m1.png
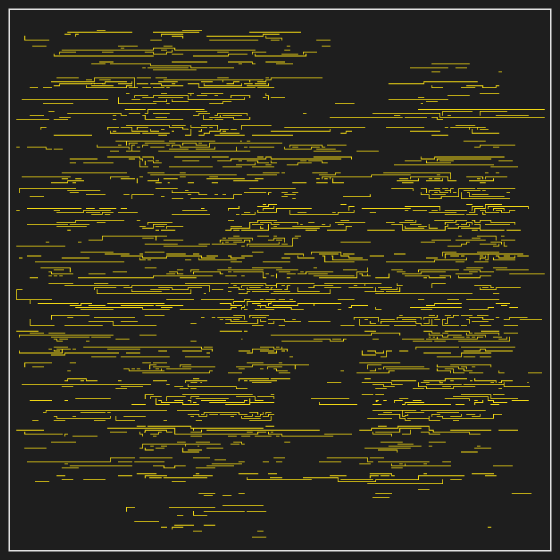
m3.png
Scale bar: 20 µm.
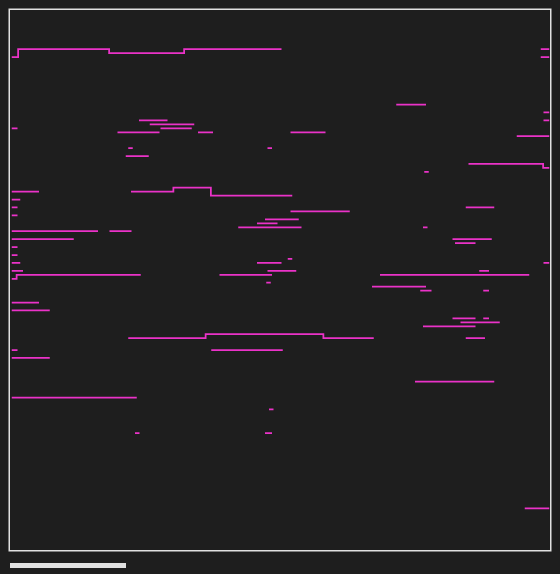
route_heat.png
Scale bar: 20 µm. 19 x 19 tiles, from dark blue (low) to red (high), scaled to the fullest tile. Values are wire area over tile area, all layers added.
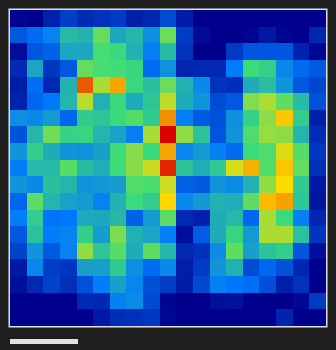
clock_nets.png
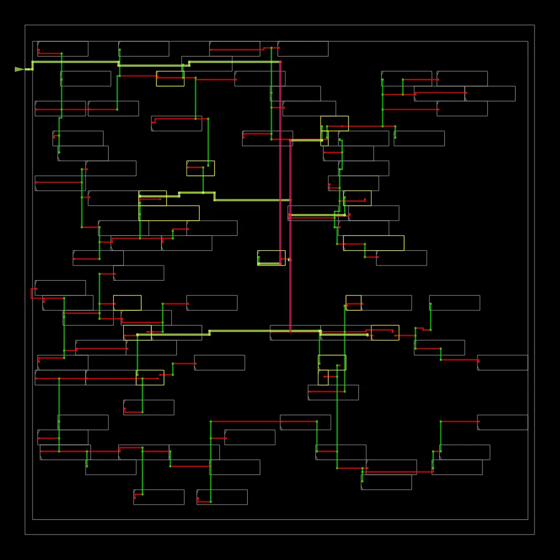
==> config.mk <==
export PLATFORM = sky130hd
export DESIGN_NAME = prg_loader_flat
export DESIGN_NICKNAME = d
export VERILOG_FILES = /design/src/rtl/prg_loader_if.sv /design/src/rtl/prg_loader.sv /design/src/flat_wrapper.sv
export SDC_FILE = /design/constraint.sdc
export NUM_CORES = 1
export LEC_CHECK = 0
export CAP_MARGIN = 20
export CORE_UTILIZATION = 50
export CTS_CLUSTER_DIAMETER = 30
export DETAILED_ROUTE_END_ITERATION = 10
export PLACE_DENSITY = 0.74
export SKIP_LAST_GASP = 1
export SLEW_MARGIN = 20
export SYNTH_ARGS = -nofsm -noshare
export SYNTH_HDL_FRONTEND = slang
export SYNTH_SLANG_ARGS = --single-unit
==> constraint.sdc <==
create_clock -name clk -period 2.5 [get_ports clk]
set_input_delay 0.5 -clock clk [delete_from_list [all_inputs] [get_ports clk]]
set_output_delay 0.5 -clock clk [all_outputs]
set_load 0.03 [all_outputs]
==> results.yml <==
# synthesis and place-and-route metrics
synth:
  yosysWarnings: 0
  yosys_most_used_dff: "sky130_fd_sc_hd__dfrtp_1"
  synth.largest_area_cell: "sky130_fd_sc_hd__dfrtp_1"
  netlist-cell-type-count: 70
  yosys.area_share.aoi_pct: 14.5
  ys_async_sr_fraction_pct: 100
  number_of_cell_instances_after_yosys_synthesis: 413
  total_standard_cell_area_after_synthesis_um2: 4120
  synth.cellmix.simpleShare_pct: 19.9
  synthMuxAreaShare_pct: 9.00
  syn_area_per_cell_um2: 9.97
  synth-edff-count: 0
  yosys.stat.seqShare_pct: 45.6
  synth.cells.most_frequent: "sky130_fd_sc_hd__dfrtp_1 (74), sky130_fd_sc_hd__o21ai_0 (39), sky130_fd_sc_hd__mux2_2 (32)"
  synth.yosys.chip_area_um2: 4120
  synthTopLogicFamily: "simple AND/OR/NAND/NOR gates"
  synth.top_cell.area_share_pct: 45.0
  most_numerous_cell_in_the_yosys_netlist: "sky130_fd_sc_hd__dfrtp_1"
  post_synth_main_area_contributors: "sky130_fd_sc_hd__dfrtp_1 (45%), sky130_fd_sc_hd__mux2_2 (8.8%), sky130_fd_sc_hd__o21ai_0 (4.7%), sky130_fd_sc_hd__xnor2_1 (3.6%), sky130_fd_sc_hd__nor2_1 (2.8%)"
  synth.ff_latch_count: 75
  synth.cellmix.adderShare_pct: 0.912
  synthCells: 413
  xor_area_share_pct: 5.32
power:
  p_sw_mw: 2.15
  internal-power_mw: 3.44
  pwr-share-seq_pct: 35.1
  switching_share_pct: 38.5
  leakage_nw: 2.15
  comb_power_share_pct: 46.0
  power_combinational_mw: 2.58
  vdd_drop_max_mv: 0.724
  post-layout-total-power_mw: 5.59
  pwr_density_cell_nw_per_um2: 1090
  sequential_power_mw: 1.96
  power_frac_clock_pct: 18.9
  highest_power_group: "combinational cells"
grt:
  grt_remaining_overflow: 0
  first_global_vias: 3531
  global_route.peak_usage_layer: "met2"
  met1_usage_pct: 29.7
  grt.met2_usage_pct: 44.6
  pin_count_of_the_biggest_net_entering_global_routing: 43
  grt_antenna_before_repair: 0
  grt_pass1_wl_um: 16800
drt:
  ant_nets: 0
  detailedRoute.firstPassIterationCount: 4
  drt-met1-wl_um: 4250
  vias_per_cell: 5.89
  drc_errors: 0
  top_layer_used: "met4"
  detailedRoute.firstIterationViolations: 226
  routed-wl-met3_um: 440
  wl_met2_um: 5110
final_timing:
  timing_hold_violations_final: 0
  fin_setup_tns_ps: 0
  fin_crit_sh_pct: 94.1
  timing.slew.headroom_pct: 54.6
  min_period_ps: 2350
  count_of_final_setup_violators: 0
  final.setup.worst_slack_ps: 148
  worst_hold_slack_ps: 94.1
  grt_setup_unrepaired: "no"
  fmax_mhz: 425
  timing_worst_slew_pin_value_ps: 672
  slew_violations: 0
layout:
  n_all_inverters: 6
  comb-cell-share_pct: 41.4
  final_util_pct: 65.3
  buffer_area_share_pct: 14.6
  finish.instance_area_um2: 5120
  buffers: 84
  fillers: 641
  seq_share_pct: 36.7
  final_cell_count_no_fill: 592
  post_route_cells_drive_above_1_share_pct: 23.9
  lay_top_count: "sky130_fd_sc_hd__dfrtp_1"
  mostFrequentLayoutCells: "sky130_fd_sc_hd__dfrtp_1 (74), sky130_fd_sc_hd__buf_4 (49), sky130_fd_sc_hd__o21ai_0 (39), sky130_fd_sc_hd__mux2_2 (32), sky130_fd_sc_hd__nor2_1 (31)"
  logic_gate_count: 309
  area.combinational_um2: 2120
  largest_register_ffs: 20
  diodes: 0
  nNetsFinal: 499
  clock_cell_area_share_pct: 4.44
  largest_class: "combinational gates"
  ff_latch_area_um2: 1880
  area.growth.synth_to_final_pct: 24.5
worst_setup_path:
  timing.critical_path.depth: 7
  cells_along_the_critical_path: "clkdlybuf4s50_1, or4_4, o311a_1, nor3_2, or4b_4, a21o_1, nor3b_2"
  path_delay_family: "simple AND/OR/NAND/NOR gates"
  critPathCaptureType: "flip-flop"
  critical-path-max-stage-delay_ps: 480
  timing.critical_path.slowest_stage_cell: "sky130_fd_sc_hd__or4b_4"
  crit_type: "in -> reg"
  reg2reg_depth: 6
  worst-endpoint-required_ps: 2760
  rrSetupSlack_ps: 210
  crit_path_buffers_inverters: 1
  worstPathMaxFanout: 2
  worst_setup_path_start_kind: "input pin"
  worst-endpoint-arrival_ps: 2610
floorplan:
  core.rowCount: 32
  initial_core_util_pct: 52.5
  num_io_pins: 39
  num_tap_cells: 102
  chipWidth_um: 92.7
  chipHeight_um: 92.7
  core_area_um2: 7850
  chip_area_um2: 8600
cts:
  clkLatencyLatePin_ps: 340
  htree_levels: 3
  cts.repair.resized: 7
  numCtsBuffers: 9
  cts_setup_buffers: 0
  cts.hold.buffers_added: 0
  worst_setup_hold_path_clk_slew_ps: 80
  cts.sinks: 75
  max-clock-path-buffers: 2
  cts_tree: "built"
  root_buffer: "sky130_fd_sc_hd__clkbuf_8"
min_path:
  hold_path.class: "in -> async"
flow_run:
  warnings: 26
  maxCapViolCount: 0
place:
  dpl.cell_count: 574
  hpwl_um: 7190
  portBuffers: 34
  place_ws_ps: -421
  gp_congestion: 0.949
  placedInstanceArea_um2: 4810
outcome:
  status: "completed"
About m1.png:
main direction: horizontal
share of all routed wire: 43%
wire length on this layer: 4250 µm
longest straight run: 22.1 µm
overall via count from detail_route: 3487
aggregate routed wire length: 9980 µm

About m3.png:
wire length on this layer: 440 µm
main direction: horizontal
met3 capacity usage during global routing: 5.91%

About route_heat.png:
tiles over half the peak: 17%
fullest tile: 0.62
nearly empty tiles: 13%
mean over tiles: 0.18
post-DR wirelength/cell: 16.9 µm
GRT Total Usage: 24.9%

About clock_nets.png:
maximum clock skew at final layout: 10.9 ps
count of clock buffers in the final design: 12
clk pwr: 1.05 mW
Seq cells: 75

Power is estimated from default activity; no workload was simulated.
